## src/rtl/irq_gateway_if.sv

```systemverilog
// Bundle of per-source interrupt lines between device side and the PLIC-facing gateway.
interface irq_gateway_if #(
  parameter int NumIrqs = 32
) ();

  logic [NumIrqs-1:0] irq_i;
  logic [NumIrqs-1:0] edge_mode_i;
  logic [NumIrqs-1:0] ack_i;
  logic [NumIrqs-1:0] interrupts_o;
  logic [NumIrqs-1:0] edge_trigger_o;

  modport master (
    output irq_i,
    output edge_mode_i,
    output ack_i,
    input  interrupts_o,
    input  edge_trigger_o
  );

  modport slave (
    input  irq_i,
    input  edge_mode_i,
    input  ack_i,
    output interrupts_o,
    output edge_trigger_o
  );

endinterface

```

## src/rtl/irq_gateway.sv

```systemverilog
// Interrupt gateway: synchronizes raw device lines and turns edge sources into held requests.
// Optional per-source glitch filter is compiled in with IRQ_GATEWAY_FILTER_EN.
module irq_gateway #(
  parameter int NumIrqs      = 32,
  parameter int SyncStages   = 2,
  parameter int FilterCycles = 4
) (
  input logic          clk_i,
  input logic          rst_i,
  irq_gateway_if.slave bus
);

  logic [NumIrqs-1:0] sync_q [SyncStages];
  logic [NumIrqs-1:0] sync_s;
  logic [NumIrqs-1:0] filt;
  logic [NumIrqs-1:0] filt_q;
  logic [NumIrqs-1:0] pending_q;
  logic [NumIrqs-1:0] rise;

  always_ff @(posedge clk_i) begin
    if (rst_i) begin
      for (int k = 0; k < SyncStages; k++) begin
        sync_q[k] <= '0;
      end
    end else begin
      sync_q[0] <= bus.irq_i;
      for (int k = 1; k < SyncStages; k++) begin
        sync_q[k] <= sync_q[k-1];
      end
    end
  end

  assign sync_s = sync_q[SyncStages-1];

`ifdef IRQ_GATEWAY_FILTER_EN
  localparam logic [7:0] FilterMax = 8'(FilterCycles);

  logic [7:0]         cnt_q [NumIrqs];
  logic [NumIrqs-1:0] filt_r;

  // The filtered value flips on the edge where the run of differing samples reaches FilterMax.
  always_ff @(posedge clk_i) begin
    if (rst_i) begin
      for (int n = 0; n < NumIrqs; n++) begin
        cnt_q[n] <= '0;
      end
      filt_r <= '0;
    end else begin
      for (int n = 0; n < NumIrqs; n++) begin
        if (sync_s[n] == filt_r[n]) begin
          cnt_q[n] <= '0;
        end else if (cnt_q[n] + 8'd1 >= FilterMax) begin
          cnt_q[n]  <= FilterMax;
          filt_r[n] <= sync_s[n];
        end else begin
          cnt_q[n] <= cnt_q[n] + 8'd1;
        end
      end
    end
  end

  assign filt = filt_r;
`else
  assign filt = sync_s;
`endif

  assign rise = filt & ~filt_q;

  // filt_q is both the edge detector history and the registered level output.
  // A new edge wins over a simultaneous ack so the request is never lost.
  always_ff @(posedge clk_i) begin
    if (rst_i) begin
      filt_q    <= '0;
      pending_q <= '0;
    end else begin
      filt_q    <= filt;
      pending_q <= (pending_q & ~(bus.ack_i & bus.edge_mode_i))
                 | (rise & bus.edge_mode_i);
    end
  end

  assign bus.interrupts_o   = (bus.edge_mode_i & pending_q) | (~bus.edge_mode_i & filt_q);
  assign bus.edge_trigger_o = '0;

endmodule

```

## src/flat_wrapper.sv

```systemverilog
// flat-port wrapper written by rule: the top's interface ports become plain ports
module irq_gateway_flat 
#(
  parameter int NumIrqs      = 32,
  parameter int SyncStages   = 2,
  parameter int FilterCycles = 4
)
  (clk_i, rst_i, bus_irq_i, bus_edge_mode_i, bus_ack_i, bus_interrupts_o, bus_edge_trigger_o);
  irq_gateway_if #(.NumIrqs(NumIrqs)) bus_i ();
  input logic clk_i;
  input logic rst_i;
  input wire logic [$bits(bus_i.irq_i)-1:0] bus_irq_i;
  input wire logic [$bits(bus_i.edge_mode_i)-1:0] bus_edge_mode_i;
  input wire logic [$bits(bus_i.ack_i)-1:0] bus_ack_i;
  output wire logic [$bits(bus_i.interrupts_o)-1:0] bus_interrupts_o;
  output wire logic [$bits(bus_i.edge_trigger_o)-1:0] bus_edge_trigger_o;
  assign bus_i.irq_i = bus_irq_i;
  assign bus_i.edge_mode_i = bus_edge_mode_i;
  assign bus_i.ack_i = bus_ack_i;
  assign bus_interrupts_o = bus_i.interrupts_o;
  assign bus_edge_trigger_o = bus_i.edge_trigger_o;
  irq_gateway #(.NumIrqs(NumIrqs), .SyncStages(SyncStages), .FilterCycles(FilterCycles)) u_core (.clk_i(clk_i), .rst_i(rst_i), .bus(bus_i));
endmodule
```

## config.mk

```make
export PLATFORM = sky130hd
export DESIGN_NAME = irq_gateway_flat
export DESIGN_NICKNAME = d
export VERILOG_FILES = /design/src/rtl/irq_gateway_if.sv /design/src/rtl/irq_gateway.sv /design/src/flat_wrapper.sv
export SDC_FILE = /design/constraint.sdc
export NUM_CORES = 1
export LEC_CHECK = 0
export ABC_AREA = 1
export CORE_MARGIN = 2
export CORE_UTILIZATION = 40
export CTS_BUF_LIST = sky130_fd_sc_hd__clkbuf_8
export CTS_CLUSTER_SIZE = 10
export DETAILED_ROUTE_END_ITERATION = 7
export PLACE_DENSITY_LB_ADDON = 0.1
export RECOVER_POWER = 100
export SETUP_SLACK_MARGIN = 0.4
export SLEW_MARGIN = 40
export SYNTH_ARGS = -nofsm -noshare
export SYNTH_HDL_FRONTEND = slang
export SYNTH_SLANG_ARGS = --single-unit
```

## constraint.sdc

```tcl
create_clock -name clk_i -period 1.15 [get_ports clk_i]
set_clock_uncertainty 0.15 [all_clocks]
set_input_delay 0.2875 -clock clk_i [delete_from_list [all_inputs] [get_ports clk_i]]
set_output_delay 0.2875 -clock clk_i [all_outputs]
set_load 0.01 [all_outputs]
```

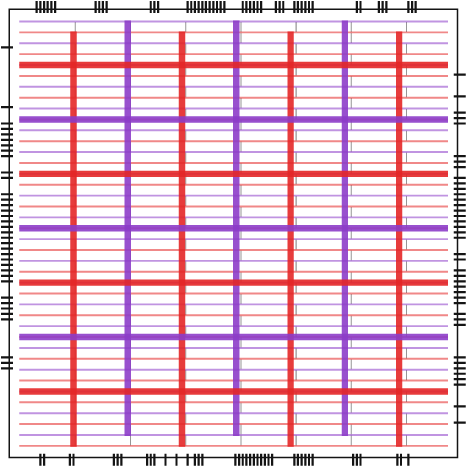
*PDN straps and rails, run 1*
(4 px per µm) Pins as bars on the die edge. Tap cells in grey.
[purple] VDD
[red] VSS
met1 rails: 40
met4 straps: 7
rows: 39
die y size: 112 µm
core region area: 0.0114 mm²
die width: 112 µm

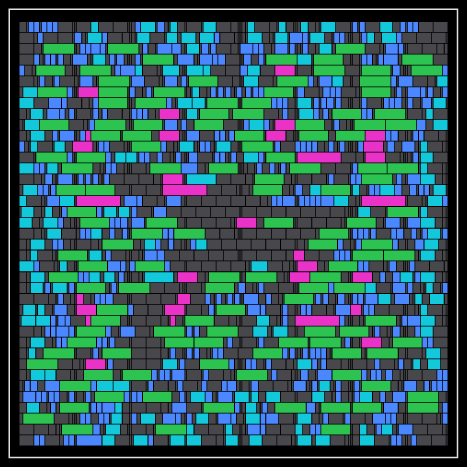
*Cell classes on the final placement, run 1*
(4 px per µm) Fill, decap, tap and diode cells in grey.
[green] flops | cells: 128 | share of their area: 40%
[magenta] clock drivers and dummy loads | cells: 32 | share of their area: 7.1%
[blue] combinational and other logic | cells: 448 | share of their area: 32%
[cyan] other buffers and delay cells | cells: 155 | share of their area: 20%
final instance area: 0.00671 mm²
post-layout util: 0.590
Site Rows: 39
Seq area share: 0.392

==> flow_metrics.env, run 1 <==
# physical design summary
export IMPL_status="finished with violations"
export IMPL_violations="negative setup slack"
export IMPL_min_from="rst_i"
export IMPL_ys_seq_elements=128
export IMPL_mostFrequentLayoutCells="inv_1 (99), nor2_1 (96), nand2_1 (86), dfxtp_1 (71), dfxtp_2 (57)"
export IMPL_htreeDepth=4
export IMPL_clk_pin_slew_ps=80
export IMPL_slew_viol_final=0
export IMPL_rr_endpoint="u_core.pending_q[13]"
export IMPL_final_hold_viol_count=0
export IMPL_pwr_share_seq=0.474
export IMPL_numCtsBuffers=17
export IMPL_whs_path_depth=3
export IMPL_fin_nets=848
export IMPL_crit_buf_inv=2
export IMPL_wl_met2_um=4710
export IMPL_vias=3809
export IMPL_pre_cts_ws_ps=-825
export IMPL_crit_type="flop to output port"
export IMPL_p_sw_frac=0.213
export IMPL_grtUsageMet1=0.167
export IMPL_vdd_drop_max_uv=880
export IMPL_synth_cell_types=10
export IMPL_drive_above_1_share=0.326
export IMPL_final_cells=907
export IMPL_cts_root_buf="clkbuf_8"
export IMPL_antenna_found_initial=1
export IMPL_finalSetupViolCount=32
export IMPL_r2r_cells=5
export IMPL_dp_cells=868
export IMPL_synthCells=591
export IMPL_grt_pass1_vias=3518
export IMPL_cp_slowest_cell="dfxtp_2"
export IMPL_antenna_left=0
export IMPL_buffer_area_frac=0.198
export IMPL_tapCellCount=143
export IMPL_placed_cell_area_mm2=0.00622
export IMPL_viasPerCell=4.20
export IMPL_fmax_ghz=0.674
export IMPL_setup_ws_ps=-334
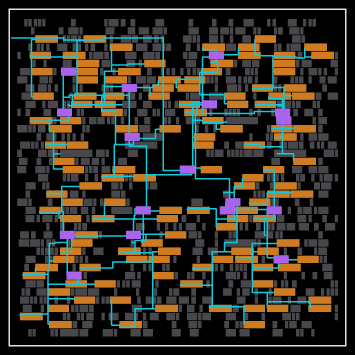
*Clock wires, drivers and flops, run 1*
(3 px per µm)
[orange] flip-flops | count: 128
[purple] clock drivers | count: 17
[cyan] clock wires | length: 1450 µm
flops lie: spread over the die
routed clock nets: 18
clk pwr: 4.35 mW
power share of the clock group: 0.440
worst-skew pair later-pin latency: 420 ps

[run 1: worst register-to-register path, delay by kind of cell, from the launching register on]
kind	cells	cell delay, ps
compound gates	1	50
flops	1	320
simple gates	1	40
buf+inv	3	250
[run 1: logic make-up (layout without fill, tap and decap cells)]
kind of cell,Yosys count,after routing,synth area share
other,1,33,0.000809
flip-flops,128,128,0.552
AND-OR/OR-AND,64,64,0.0691
AND/OR/NAND/NOR,224,224,0.190
buffers and inverters,174,315,0.188
[run 1: worst max path at each step]
stage	from	end	slack (ps)	depth (start not counted)
6_report	u_core.filt_q[12]	bus_interrupts_o[12]	-330	3
5_1_grt	u_core.pending_q[20]	bus_interrupts_o[20]	-410	3
4_1_cts	u_core.filt_q[16]	bus_interrupts_o[16]	-370	3
3_5_place_dp	bus_edge_mode_i[9]	bus_interrupts_o[9]	-820	4
3_3_place_gp	bus_edge_mode_i[9]	bus_interrupts_o[9]	-820	4
2_1_floorplan	u_core.filt_q[0]	bus_interrupts_o[0]	240	2
[run 1: synth_stat cells (all sizes together)]
cell type	instances	area, µm²
nand3	32	160
conb	1	3.75
nor2	96	360
a21oi	32	160
nand2	96	360
buf	46	390
dfxtp	128	2560
inv	128	480
o21ai	32	160
[run 1: power by group through the flow]
| stage | Combinational [mW] | Clock [mW] | Sequential, mW |
|---|---|---|---|
| after floorplan | 0.514 | 0 | 4.74 |
| after global placement | 0.910 | 0 | 4.76 |
| after detailed placement | 0.929 | 0 | 4.76 |
| after CTS | 0.868 | 4.50 | 4.68 |
| after global routing | 0.957 | 4.72 | 4.70 |
| final | 0.854 | 4.35 | 4.68 |
[run 1: sequential cells by signal, indices dropped and copies added, names as in the netlist]
signal            flops
u_core.pending_q     32
u_core.sync_q        64
u_core.filt_q        32
==> run 1 -> run 2 <==
Clock period 1.15 ns to 1.5 ns, I/O delays scaled along.
==> run 2 against run 1 <==
The flow still finishes with violations (negative setup slack). Final cell count decreased by 0.55%. Clock power decreased by 31%. Design area decreased by 5.7%. Die size unchanged. Sequential power decreased by 24%. Non-clock buffer count decreased by 4. Register-to-register slack improved by 110 ps. Global-route usage decreased by 1.4 points. Worst hold slack improved by 66 ps. Via count decreased by 3.5%. Synthesized cell count unchanged. Largest power group unchanged. Highest routed layer unchanged.
==> flow_metrics.env, run 2 <==
# physical design summary
export IMPL_crit_type="flop to output port"
export IMPL_p_sw_frac=0.217
export IMPL_top_cells_by_area="dfxtp_1 (55%), inv_1 (10%), nand2_1 (7.8%)"
export IMPL_core_area_mm2=0.0114
export IMPL_antenna_left=0
export IMPL_ys_sh_aoi=0.0691
export IMPL_drive_above_1_share=0.208
export IMPL_clk_pin_slew_ps=70
export IMPL_fmax_ghz=0.645
export IMPL_vdd_drop_max_uv=600
export IMPL_synthCells=591
export IMPL_largest_area_cell="dfxtp_1"
export IMPL_async_flop_share=0
export IMPL_reg_top3="u_core.sync_q (64), u_core.filt_q (32), u_core.pending_q (32)"
export IMPL_synthAdderAreaFrac=0
export IMPL_simple_gate_area_frac=0.190
export IMPL_antenna_found_initial=0
export IMPL_mostFrequentLayoutCells="inv_1 (106), nor2_1 (96), nand2_1 (95), dfxtp_1 (93), clkdlybuf4s50_1 (58)"
export IMPL_wl_met2_um=3930
export IMPL_muxShareOfSynthArea=0
export IMPL_vias=3676
export IMPL_clock_latency_late_pin_ps=410
export IMPL_synth_cell_types=10
export IMPL_dominantRegCellSynth="dfxtp_1"
export IMPL_pwr_share_seq=0.500
export IMPL_cts_root_buf="clkbuf_8"
export IMPL_fin_area_mm2=0.00633
export IMPL_slew_viol_final=0
export IMPL_rows=39
export IMPL_finalSetupViolCount=32
export IMPL_final_hold_viol_count=0
export IMPL_status="finished with violations"
export IMPL_grt_pass1_vias=3455
export IMPL_ys_seq_elements=128
export IMPL_setup_ws_ps=-50.2
export IMPL_violations="negative setup slack"
export IMPL_viasPerCell=4.08
-- run 2: cell counts after synthesis --
No cell type changed its count.
-- run 2: per-layer routing --
| layer | GRT usage | vias up |
|---|---|---|
| met4 | 0.0568 | 0 |
| met2 | 0.235 | 98 |
| li1 | - | 1993 |
| met3 | 0.0572 | 10 |
| met5 | 0 | - |
| met1 | 0.148 | 1575 |
-- run 2: power groups by stage --
stage	Clock [mW]	Combinational, mW	Sequential [mW]
2_1_floorplan	0	0.344	3.64
3_3_place_gp	0	0.638	3.65
3_5_place_dp	0	0.649	3.65
4_1_cts	3.09	0.599	3.57
5_1_grt	3.25	0.674	3.59
6_report	2.98	0.597	3.58
-- run 2: cell type report --
type	instances	area [µm²]	area share
Tap cell	143	179	0.0283
Sequential cell	128	2610	0.412
Multi-Input combinational cell	320	1370	0.217
Clock inverter	12	143	0.0225
Inverter	128	480	0.0759
Clock buffer	20	275	0.0435
Timing Repair Buffer	151	1270	0.201
-- run 2: final timing paths --
check | from | cells past startpoint | end | slack, ps
max | u_core.filt_q[3] | 3 | bus_interrupts_o[3] | -50
min | rst_i | 2 | u_core.filt_q[17] | 180
max reg2reg | u_core.filt_q[13] | 7 | u_core.pending_q[13] | 330
min reg2reg | u_core.sync_q[0][29] | 2 | u_core.sync_q[0][61] | 250
-- run 2: what timing repair did --
action,in CTS,in global routing
buffers inserted,5,4
gates resized,172,69
pin swaps,4,18
setup endpoints to repair,32,33
hold endpoints to repair,0,0
cloned,0,0
-- run 2: through the flow --
step	hold WS (ps)	std cells	util	setup TNS, ps
floorplan	238	622	-	0
global placement	240	861	0.524	-18900
detailed placement	242	861	0.524	-19150
CTS	89.5	898	0.547	-2500
global route	182	902	0.557	-5510
finish	184	902	0.557	-1010
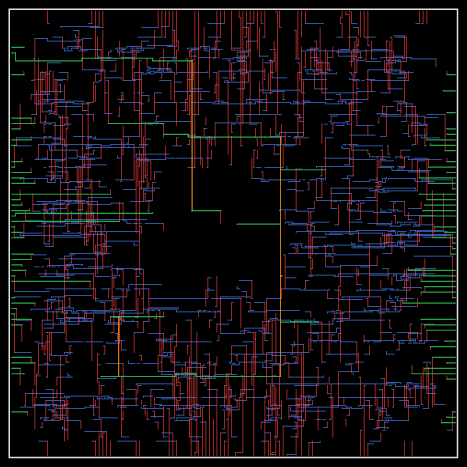
*Routed metal, one colour a layer, run 2*
(4 px per µm)
[green] metal 3 | wire length: 640 µm
[orange] metal 4 | wire length: 112 µm
[red] metal 2 | wire length: 3930 µm
[blue] metal 1 | wire length: 3510 µm
global-route usage over all layers: 0.137
Routed WL: 8200 µm

==> run 2 -> run 3 <==
Settings changed: CTS_CLUSTER_DIAMETER set to 50, DONT_BUFFER_PORTS set to 1.
==> run 3 against run 2 <==
The run ends with negative hold slack left. Combinational power is 44% lower. Worst hold slack worse by 310 ps. Synthesized cell count stayed put. Critical path depth is 1 lower. Register-to-register slack better by 310 ps. First-iteration DRC count is 11% lower. Final cell count is 14% lower. Fmax is 5.8% higher. Largest power group unchanged.
==> flow_metrics.env, run 3 <==
# physical design summary
export IMPL_crit_end="bus_interrupts_o[14]"
export IMPL_rr_endpoint="u_core.pending_q[17]"
export IMPL_clk_pin_slew_ps=60
export IMPL_vdd_drop_max_uv=911
export IMPL_r2r_slack_ps=640
export IMPL_synthCells=591
export IMPL_grt_pass1_vias=3112
export IMPL_dr_wl_met3_um=534
export IMPL_largest_reg_flops=64
export IMPL_hold_end="u_core.pending_q[19]"
export IMPL_viasPerCell=4.25
export IMPL_slew_viol_final=0
export IMPL_cts_root_buf="clkbuf_8"
export IMPL_mostFrequentLayoutCells="inv_1 (116), nor2_1 (96), nand2_1 (90), dfxtp_1 (87), dfxtp_2 (41)"
export IMPL_layout_top_cell="inv_1"
export IMPL_dr_pass1_iters=4
export IMPL_synth_cell_types=10
export IMPL_cp_end_kind="output port"
export IMPL_dominantRegCellSynth="dfxtp_1"
export IMPL_reg_top3="u_core.sync_q (64), u_core.filt_q (32), u_core.pending_q (32)"
export IMPL_tns_ps=0
export IMPL_async_flop_share=0
export IMPL_die_w_um=112
export IMPL_holdWs_ps=-122
export IMPL_core_area_mm2=0.0114
export IMPL_ys_seq_frac=0.552
export IMPL_drive_above_1_share=0.188
export IMPL_antenna_found_initial=0
export IMPL_yosysChipArea_mm2=0.00464
export IMPL_status="finished with violations"
export IMPL_ys_seq_elements=128
export IMPL_setup_ws_ps=35.1
export IMPL_wl_met2_um=3740
export IMPL_overflow=0
export IMPL_antenna_left=0
export IMPL_die_h_um=112
export IMPL_crit_type="flop to output port"
export IMPL_path_depth=2
export IMPL_fmax_ghz=0.683
export IMPL_final_hold_viol_count=96
export IMPL_largest_area_cell="dfxtp_1"
export IMPL_clock_latency_late_pin_ps=410
export IMPL_finalSetupViolCount=0
export IMPL_min_from="rst_i"
export IMPL_violations="negative hold slack"
export IMPL_rows=39
export IMPL_top_cells_by_area="dfxtp_1 (55%), inv_1 (10%), nand2_1 (7.8%)"
export IMPL_r2r_start="u_core.filt_q[17]"
-- run 3: cell counts after synthesis --
Identical to the previous run, type by type.
-- run 3: worst reg2reg max path, delay by kind of cell, from the launching register on --
| family | cells | cell delay (ps) |
|---|---|---|
| compound gates | 1 | 110 |
| buf+inv | 2 | 170 |
| flops | 1 | 310 |
| simple gates | 1 | 50 |
-- run 3: power breakdown --
part	total, mW	switching, mW	internal (mW)
clock network	2.36	1.12	1.24
registers	3.59	0.0508	3.53
logic	0.333	0.173	0.160
total	6.27	1.34	4.93
-- run 3: per-layer routing --
layer  vias to the layer above  GRT usage
met5                         -          0
met4                         0     0.0543
met3                         8     0.0550
met2                       107      0.215
met1                      1452      0.138
li1                       1751          -
-- run 3: cells by family after synthesis --
logic type,share of synthesized area
flops,0.552
simple gates,0.190
compound gates,0.0691
other cells,0.000809
buf+inv,0.188
-- run 3: timing repair --
action                                  in CTS  in global routing
gates resized                              100                 38
endpoints found under the setup margin      32                 32
pin swaps                                    8                  9
hold endpoints to repair                   128                 96
buffers inserted                             0                  2
-- run 3: final cells by class --
type / count / area (µm²) / share of cell area
Clock inverter: 6 / 23.8 / 0.00427
Sequential cell: 128 / 2610 / 0.470
Tap cell: 143 / 179 / 0.0321
Inverter: 128 / 480 / 0.0863
Timing Repair Buffer: 34 / 335 / 0.0603
Multi-Input combinational cell: 320 / 1640 / 0.295
Clock buffer: 21 / 289 / 0.0519
-- run 3: per-stage QoR --
stage	util	instance area (µm²)	cells	total power [mW]
5_1_grt	0.489	5570	780	6.60
4_1_cts	0.473	5380	778	6.38
3_5_place_dp	0.400	4540	719	3.89
2_1_floorplan	-	4750	622	3.98
3_3_place_gp	0.400	4540	719	3.88
6_report	0.489	5570	780	6.27
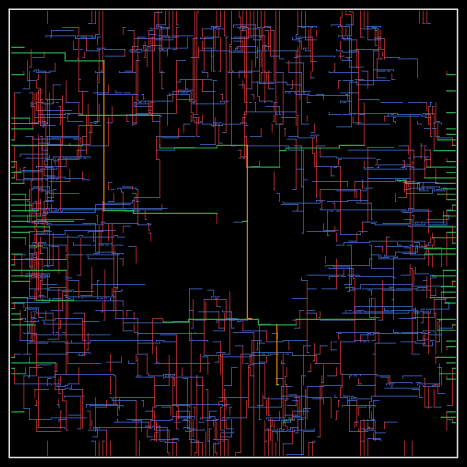
*Routed metal, one colour a layer, run 3*
(4 px per µm)
[orange] metal 4 | wire length: 96.8 µm
[green] metal 3 | wire length: 535 µm
[red] metal 2 | wire length: 3740 µm
[blue] metal 1 | wire length: 3330 µm
Routed WL: 7700 µm
Via Count: 3318
WL per Instance: 9.88 µm
global-route usage over all layers: 0.127


==> screenshots <==
Routing congestion.
image #1
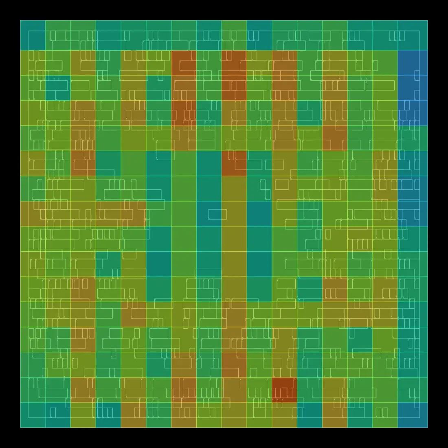
image #2
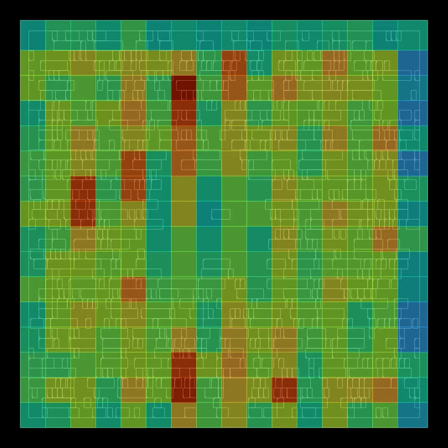
image #3
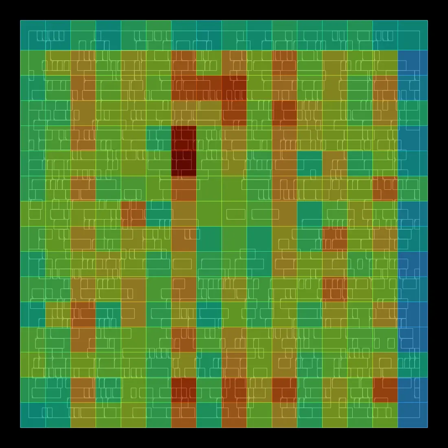
Run 2 is image #2.
Run 3 is image #1.
Run 1 is image #3.

Power is estimated from default activity; no workload was simulated.
